## src/rtl/lcd_rx_responder.sv

```systemverilog
// HD44780-style LCD receive responder: synchronises the asynchronous strobe, decodes commands and data
// writes into a 32x8 DDRAM mirror, and models busy timing. Define LCD_RX_READBACK_EN to compile in bus read-back.
`timescale 1ns/1ps

module lcd_rx_responder #(
    parameter int DATA_BITS   = 8,
    parameter int BUSY_CYCLES = 40
) (
    input  logic                 clk,
    input  logic                 reset,
    input  logic                 rs,
    input  logic                 rw,
    input  logic                 enable,
    input  logic [DATA_BITS-1:0] dat_i,
    output logic [DATA_BITS-1:0] dat_o,
    output logic                 dat_oe,
    output logic                 busy,
    output logic                 display_on,
    output logic                 cursor_on,
    output logic                 blink_on,
    output logic [6:0]           ac,
    input  logic [4:0]           rd_addr,
    output logic [7:0]           rd_char,
    output logic                 drop
);

    typedef enum logic [1:0] {
        S_CLEARING,
        S_IDLE,
        S_EXEC,
        S_BUSY
    } state_t;

    localparam int             BCW       = (BUSY_CYCLES > 1) ? $clog2(BUSY_CYCLES) : 1;
    localparam logic [BCW-1:0] BUSY_LAST = BCW'(BUSY_CYCLES - 1);
    localparam logic [7:0]     BLANK     = 8'h20;

    // Only 0x00-0x0F (line 1) and 0x40-0x4F (line 2) have storage behind them.
    function automatic logic f_mapped(input logic [6:0] a);
        return (a[5:4] == 2'b00);
    endfunction

    function automatic logic [4:0] f_index(input logic [6:0] a);
        return {a[6], a[3:0]};
    endfunction

    function automatic logic [6:0] f_step(input logic [6:0] a, input logic inc);
        logic [6:0] n;
        if (!f_mapped(a))      n = inc ? 7'h00 : 7'h4F;
        else if (inc) begin
            if (a == 7'h0F)      n = 7'h40;
            else if (a == 7'h4F) n = 7'h00;
            else                 n = a + 7'd1;
        end else begin
            if (a == 7'h00)      n = 7'h4F;
            else if (a == 7'h40) n = 7'h0F;
            else                 n = a - 7'd1;
        end
        return n;
    endfunction

    logic                 r_en_s1, r_en_s2, r_en_d;
    logic                 r_rs, r_rw;
    logic [DATA_BITS-1:0] r_dat;
    logic                 r_cmd_rs;
    logic [7:0]           r_cmd;
    state_t               r_state, w_state_nx;
    logic [6:0]           r_ac, w_ac_nx;
    logic                 r_id, w_id_nx;
    logic                 r_disp, w_disp_nx;
    logic                 r_cur, w_cur_nx;
    logic                 r_blink, w_blink_nx;
    logic [4:0]           r_fill, w_fill_nx;
    logic [BCW-1:0]       r_bcnt, w_bcnt_nx;
    logic                 r_drop;
    logic [7:0]           r_rd_char;
    logic [7:0]           r_ddram [32];

    logic                 w_fall, w_wr_fall, w_rd_fall;
    logic                 w_mem_we;
    logic [4:0]           w_mem_waddr;
    logic [7:0]           w_mem_wdata;

    assign w_fall    = r_en_d & ~r_en_s2;
`ifdef LCD_RX_READBACK_EN
    assign w_wr_fall = w_fall & ~r_rw;
    assign w_rd_fall = w_fall & r_rw & r_rs;
`else
    assign w_wr_fall = w_fall & ~r_rw;
    assign w_rd_fall = 1'b0;
`endif

    // NOTE: sequential state uses non-blocking assignments so every flop samples pre-edge values.
    always_ff @(posedge clk or negedge reset) begin
        if (!reset) begin
            r_state <= S_CLEARING;
        end else begin
            r_state <= w_state_nx;
        end
    end

    // NOTE: every combinational signal is defaulted first, so no path can infer a latch.
    always_comb begin
        w_state_nx  = r_state;
        w_ac_nx     = r_ac;
        w_id_nx     = r_id;
        w_disp_nx   = r_disp;
        w_cur_nx    = r_cur;
        w_blink_nx  = r_blink;
        w_fill_nx   = r_fill;
        w_bcnt_nx   = r_bcnt;
        w_mem_we    = 1'b0;
        w_mem_waddr = f_index(r_ac);
        w_mem_wdata = r_cmd;

        // Data reads advance AC regardless of busy; an executing write below takes priority.
        if (w_rd_fall) w_ac_nx = f_step(r_ac, r_id);

        case (r_state)
            S_CLEARING: begin
                w_mem_we    = 1'b1;
                w_mem_waddr = r_fill;
                w_mem_wdata = BLANK;
                if (r_fill == 5'd31) begin
                    w_fill_nx  = 5'd0;
                    w_state_nx = S_IDLE;
                end else begin
                    w_fill_nx  = r_fill + 5'd1;
                end
            end
            S_IDLE: begin
                if (w_wr_fall) w_state_nx = S_EXEC;
            end
            S_EXEC: begin
                w_bcnt_nx  = BUSY_LAST;
                w_state_nx = S_BUSY;
                if (r_cmd_rs) begin
                    w_mem_we = f_mapped(r_ac);
                    w_ac_nx  = f_step(r_ac, r_id);
                end else begin
                    casez (r_cmd)
                        8'b1???????: w_ac_nx = r_cmd[6:0];
                        8'b01??????: ;
                        8'b001?????: ;
                        8'b0001????: if (!r_cmd[3]) w_ac_nx = f_step(r_ac, r_cmd[2]);
                        8'b00001???: begin
                            w_disp_nx  = r_cmd[2];
                            w_cur_nx   = r_cmd[1];
                            w_blink_nx = r_cmd[0];
                        end
                        8'b000001??: w_id_nx = r_cmd[1];
                        8'b0000001?: w_ac_nx = 7'h00;
                        8'b00000001: begin
                            w_ac_nx    = 7'h00;
                            w_id_nx    = 1'b1;
                            w_fill_nx  = 5'd0;
                            w_state_nx = S_CLEARING;
                        end
                        default: ;
                    endcase
                end
            end
            S_BUSY: begin
                if (r_bcnt == '0) w_state_nx = S_IDLE;
                else              w_bcnt_nx  = r_bcnt - 1'b1;
            end
            default: w_state_nx = S_CLEARING;
        endcase
    end

    always_ff @(posedge clk or negedge reset) begin
        if (!reset) begin
            r_en_s1   <= 1'b0;
            r_en_s2   <= 1'b0;
            r_en_d    <= 1'b0;
            r_rs      <= 1'b0;
            r_rw      <= 1'b0;
            r_dat     <= '0;
            r_cmd_rs  <= 1'b0;
            r_cmd     <= 8'h00;
            r_ac      <= 7'h00;
            r_id      <= 1'b1;
            r_disp    <= 1'b0;
            r_cur     <= 1'b0;
            r_blink   <= 1'b0;
            r_fill    <= 5'd0;
            r_bcnt    <= '0;
            r_drop    <= 1'b0;
            r_rd_char <= 8'h00;
        end else begin
            r_en_s1   <= enable;
            r_en_s2   <= r_en_s1;
            r_en_d    <= r_en_s2;
            r_rs      <= rs;
            r_rw      <= rw;
            r_dat     <= dat_i;
            if (w_wr_fall && r_state == S_IDLE) begin
                r_cmd_rs <= r_rs;
                r_cmd    <= r_dat[7:0];
            end
            r_ac      <= w_ac_nx;
            r_id      <= w_id_nx;
            r_disp    <= w_disp_nx;
            r_cur     <= w_cur_nx;
            r_blink   <= w_blink_nx;
            r_fill    <= w_fill_nx;
            r_bcnt    <= w_bcnt_nx;
            r_drop    <= w_wr_fall && (r_state != S_IDLE);
            if (w_mem_we && w_mem_waddr == rd_addr) r_rd_char <= w_mem_wdata;
            else                                    r_rd_char <= r_ddram[rd_addr];
        end
    end

    // NOTE: DDRAM has no reset; the fill that follows every reset initialises it.
    always_ff @(posedge clk) begin
        if (w_mem_we) r_ddram[w_mem_waddr] <= w_mem_wdata;
    end

`ifdef LCD_RX_READBACK_EN
    always_comb begin
        dat_oe = r_en_s2 & r_rw;
        dat_o  = '0;
        if (dat_oe) begin
            if (r_rs) dat_o = DATA_BITS'(f_mapped(r_ac) ? r_ddram[f_index(r_ac)] : BLANK);
            else      dat_o = DATA_BITS'({busy, r_ac});
        end
    end
`else
    assign dat_o  = '0;
    assign dat_oe = 1'b0;
`endif

    assign busy       = (r_state != S_IDLE);
    assign ac         = r_ac;
    assign display_on = r_disp;
    assign cursor_on  = r_cur;
    assign blink_on   = r_blink;
    assign rd_char    = r_rd_char;
    assign drop       = r_drop;

endmodule

```

## config.mk

```make
export PLATFORM = sky130hd
export DESIGN_NAME = lcd_rx_responder
export DESIGN_NICKNAME = d
export VERILOG_FILES = /design/src/rtl/lcd_rx_responder.sv
export SDC_FILE = /design/constraint.sdc
export NUM_CORES = 1
export LEC_CHECK = 0
export ABC_CLOCK_PERIOD_IN_PS = 2300
export CAP_MARGIN = 20
export CORE_MARGIN = 4
export CORE_UTILIZATION = 48
export DETAILED_ROUTE_END_ITERATION = 12
export PLACE_DENSITY_LB_ADDON = 0.05
export SETUP_SLACK_MARGIN = 0.02
export SLEW_MARGIN = 20
export SYNTH_ARGS = -nofsm -noshare
export SYNTH_HDL_FRONTEND = slang
export SYNTH_SLANG_ARGS = --single-unit
```

## constraint.sdc

```tcl
create_clock -name clk -period 2.3 [get_ports clk]
set_input_delay 0.69 -clock clk [delete_from_list [all_inputs] [get_ports clk]]
set_output_delay 0.69 -clock clk [all_outputs]
set_load 0.02 [all_outputs]
```

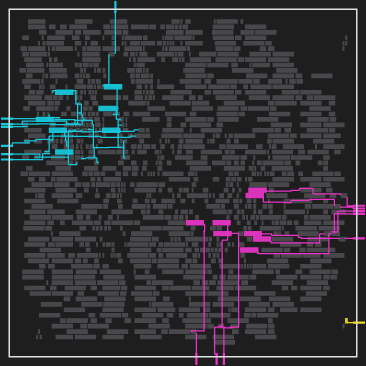
Figure 1: run 1, wires at chosen ports, followed through buffers.
Scale: 2 px per um.
cyan -> ac  # direction output, edge 6 left, 1 top, end cells 7, wire 551 um
yellow -> dat_oe  # direction output, edge right, end cells 1, wire 4.80 um
magenta -> rd_char  # direction output, edge 5 right, 3 bottom, end cells 8, wire 494 um
IO buf count: 37
I/O pin count: 47

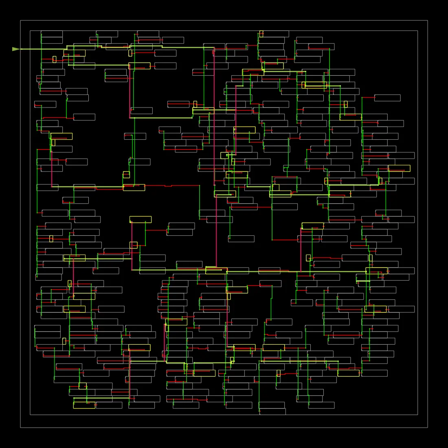
Figure 2: run 1, clock nets.
Power Clock: 0.00450 W
Flops: 311
Final Skew: 0.0234 ns
CLK BUF: 42

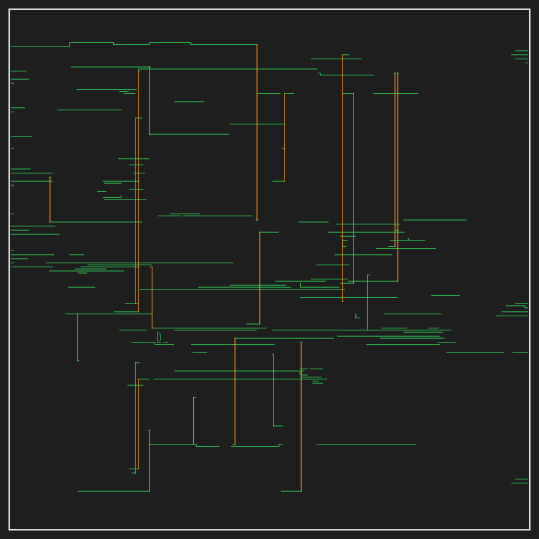
Figure 3: run 1, metal layers overlaid.
Scale: 3 px per um. Two of the layers only.
green -> met3  # wire length 1,870 um
orange -> met4  # wire length 836 um

[run 1: power breakdown]
part / total, W / internal, W / leakage [nW] / switching (W)
registers: 0.00780 / 0.00738 / 3.01 / 0.000422
clock network: 0.00450 / 0.00248 / 0.425 / 0.00202
logic: 0.00496 / 0.00182 / 2.54 / 0.00314
[run 1: repair_timing]
action / 4_1_cts / 5_1_grt
hold endpoints to repair: 0 / 0
cloned: 0 / 1
endpoints found under the setup margin: 91 / 165
buffers inserted: 2 / 1
gates resized: 17 / 14
==> out/summary.txt, run 1 <==
Status - complete, no violations
Fin crit share - 0.971
Fraction of layout cells with a size suffix above 1 - 0.192
Clock buf/inv share - 0.0570
Dpl cells - 1,341
Final ANT Viol Nets - 0
Peak supply drop - 0.000964 V
P_leak - 5.98 nW
Die Wd - 173 um
Aggregate global routing overflow - 0
Yosys Instances - 901
Top cells by count, synth - edfxtp_1, mux2i_1, nand2_1
Flops out of synthesis - 311
Register area - 9060 um^2
Yosys simple share - 0.0717
Max Fclk - 448 MHz
XORs/XNORs by Area - 0.0101
Worst setup margin - 0.0677 ns
Late-Pin Clk Latency - 0.56 ns
Bufs and invs on worst path - 1
Largest net degree at the start of global routing - 56
Main synth FF type - edfxtp_1
Nets - 1,065
# rows - 60
# clock sinks - 311
Top cells excl fill/tap - edfxtp_1, mux2i_1, buf_4
Reg with most FFs - r_ddram
Count of cell types in the netlist - 65
Buffer share of cell area - 0.0930
Final setup TNS - 0 ns
Design Area, Final - 15,700 um^2
Global route hottest layer - met2
DIE AREA - 29,900 um^2
Routed length on met1 - 13.3 mm
Total CTS buffers - 31
Mapped cell area - 13,100 um^2
PnR Total Power - 0.0173 W
DP Worst Slack - -0.247 ns
DRT Wirelength - 31.5 mm
1st-iter DRT viols - 519
Worst reg-to-reg path cell count - 9
# hold bufs at CTS - 0
GR Util met1 - 0.279
ANT cells - 0
MI comb area - 3780 um^2
# fillers - 2,114
Adders+Majority by Area - 0.00957
Yosys top cell by instances - edfxtp_1
Reg2reg end - rd_char[6]$_DFF_PN0_
Figure 4. Close-up of the layout (run 1).
Window x 120 to 140, y 120 to 140 um. Cells in gray, sequential cells in the stronger gray; small squares are vias.
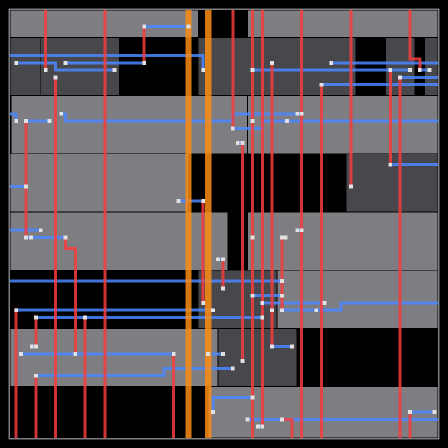

--- run 2 (diff from run 1) ---
--- a/config.mk
+++ b/config.mk
@@ -5,6 +5,7 @@
 export SDC_FILE = /design/constraint.sdc
 export NUM_CORES = 1
 export LEC_CHECK = 0
+export ABC_AREA = 1
 export ABC_CLOCK_PERIOD_IN_PS = 2300
 export CAP_MARGIN = 20
 export CORE_MARGIN = 4
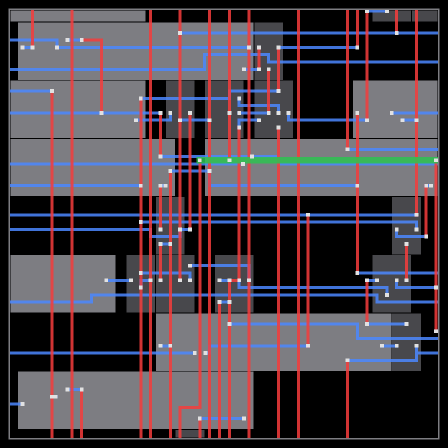
Figure 5: run 2, close-up of the layout.
Window x 122 to 142, y 122 to 142 um. Cells in gray, sequential cells in the stronger gray; small squares are vias.
green -> met3
blue -> met1
red -> met2
netlist names of flops here include = r_ddram (6)
most frequent = nand2_1 (6), edfxtp_1 (6), nand3_1 (5)
cells with their middle in the window = 17
sequential cells in the window = 6

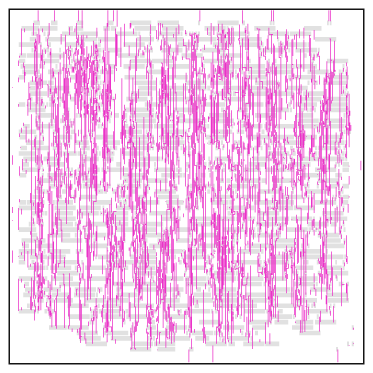
Figure 6: run 2, met2 routing.
Scale: 2 px per um.
nets with wire on the layer = 1,025
main direction = vertical
longest straight run = 70.4 um

==> out/summary.txt, run 2 <==
DRT Wirelength - 33.8 mm (+7.1%)
Peak supply drop - 0.000766 V (-21%)
Largest net degree at the start of global routing - 66 (+18%)
Final ANT Viol Nets - 0 (unchanged)
Int Pwr - 0.0123 W (+5.6%)
Aggregate global routing overflow - 0 (unchanged)
Clk pwr share - 0.297 (+0.036)
ANT cells - 0 (unchanged)
Sw Share - 0.329 (+0.00484)
XORs/XNORs by Area - 0.00193 (-0.00812)
Global route hottest layer - met2
PnR Total Power - 0.0184 W (+6.3%)
Adders+Majority by Area - 0.00919 (-0.000386)
I/O pin count - 47 (unchanged)
Bufs and invs on worst path - 1 (unchanged)
Worst reg-to-reg path cell count - 9 (unchanged)
Reg2reg end - r_ddram[25][0]$_DFFE_PP_
Top cells by count, synth - nand2_1, edfxtp_1, nand3_1
DP Worst Slack - -0.0253 ns (+0.222 ns)
DIE AREA - 31,100 um^2 (+4.0%)
Status - complete, no violations
Sequential Power Share - 0.431 (-0.021)
Flops out of synthesis - 311 (unchanged)
Max Fclk - 450 MHz (+0.43%)
Power in sequential cells - 0.00791 W (+1%)
Yosys Instances - 1,352 (+50%)
Design Area, Final - 16,000 um^2 (+2.2%)
# rows - 61 (+1.7%)
==> run 2: cell types whose count changed in the layout (fill, tap and decap cells not counted), moves of 7 or more <==
cell	before	now
nor2_1	44	84
mux2_2	10	0
nor2b_2	7	0
o22ai_1	8	0
buf_4	94	62
nand2_1	66	459
a22oi_1	42	1
nand3_1	31	230
mux2i_1	127	0
xnor2_1	8	0
nor3_1	14	2
inv_1	14	91
a31oi_1	8	0
==> run 2: layout make-up <==
type	instances	area, um^2
repair buffers	112	1090
well taps	378	473
inverters	97	368
clock inverters	15	143
clock buffers	46	980
flip-flops and latches	311	9060
multi-input cells	882	3900
fillers	2447	11800
==> run 2: repair_timing <==
action,4_1_cts,5_1_grt
hold buffers,0,0
resized,8,4
endpoints found under the setup margin,5,225
Figure 7. Clock nets (run 2).
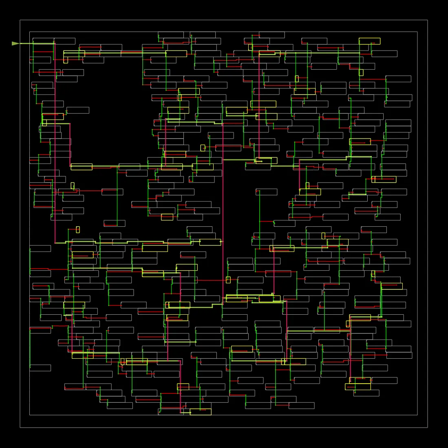

--- run 3 (diff from run 2) ---
--- a/config.mk
+++ b/config.mk
@@ -8,10 +8,12 @@
 export ABC_AREA = 1
 export ABC_CLOCK_PERIOD_IN_PS = 2300
 export CAP_MARGIN = 20
+export CELL_PAD_IN_SITES_DETAIL_PLACEMENT = 0
+export CELL_PAD_IN_SITES_GLOBAL_PLACEMENT = 1
 export CORE_MARGIN = 4
-export CORE_UTILIZATION = 48
+export CORE_UTILIZATION = 44
 export DETAILED_ROUTE_END_ITERATION = 12
-export PLACE_DENSITY_LB_ADDON = 0.05
+export PLACE_DENSITY = 0.84
 export SETUP_SLACK_MARGIN = 0.02
 export SLEW_MARGIN = 20
 export SYNTH_ARGS = -nofsm -noshare
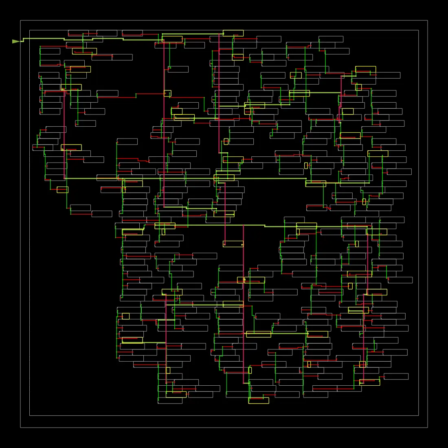
Figure 8: run 3, clock nets.
# clock sinks: 311
Power Clock: 0.00505 W
total CTS buffers: 31
Late-Pin Clk Latency: 0.55 ns

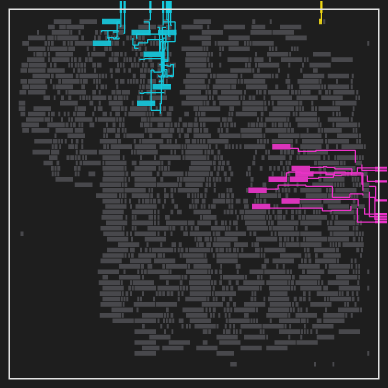
Figure 9: run 3, wires at chosen ports, followed through buffers.
Scale: 2 px per um.
magenta -> rd_char  # direction output, edge right, end cells 8, wire 412 um
yellow -> dat_oe  # direction output, edge top, end cells 1, wire 5.40 um
cyan -> ac  # direction output, edge top, end cells 7, wire 402 um

==> out/summary.txt, run 3 <==
Worst reg-to-reg path cell count - 9 (unchanged)
Sequential Power Share - 0.441 (+0.010)
Max Fclk - 444 MHz (-1.3%)
Bufs and invs on worst path - 1 (unchanged)
Peak supply drop - 0.000714 V (-6.8%)
# rows - 64 (+4.9%)
Top cells by count, synth - nand2_1, edfxtp_1, nand3_1
DIE AREA - 33,800 um^2 (+8.7%)
Flops out of synthesis - 311 (unchanged)
Power in sequential cells - 0.00791 W (about the same)
Design Area, Final - 16,000 um^2 (-0.41%)
Global route hottest layer - met2
# hold bufs at CTS - 0 (unchanged)
PnR Total Power - 0.0179 W (-2.4%)
Status - complete, no violations
Largest net degree at the start of global routing - 57 (-14%)
Clk pwr share - 0.282 (-0.015)
CTS resizes - 11 (+3)
# fillers - 2,680 (+9.5%)
DRT Wirelength - 32.6 mm (-3.6%)
Final ANT Viol Nets - 0 (unchanged)
Int Pwr - 0.0120 W (-2.9%)
DP Worst Slack - 0.0929 ns (+0.118 ns)
-- run 3: cell counts after synthesis --
Identical to the previous run, type by type.
-- run 3: logic make-up after synthesis --
family,synth area share
fa+ha+maj,0.00919
compound gates,0.0253
other cells,0.000275
simple gates,0.245
buf+inv,0.0530
xor+xnor,0.00193
flops,0.666
-- run 3: area by class of cell --
class	count	area, um^2	share of cell area
sequential	311	9070	0.568
multi-input combinational	882	3920	0.246
timing repair buffer	117	1080	0.0675
clock buffer	42	875	0.0548
tap	396	495	0.0311
inverter	97	368	0.0231
clock inverter	14	153	0.00957
-- run 3: worst reg2reg max path: cells and delay by family (launching register included) --
family / cells / cell delay, ns
AOI/OAI and AO/OA: 1 / 0.28
and+or+nand+nor: 2 / 0.18
adders and majority gates: 1 / 0.20
buffers and inverters: 5 / 0.82
DFF: 1 / 0.41
Power and IR drop assume default switching activity.
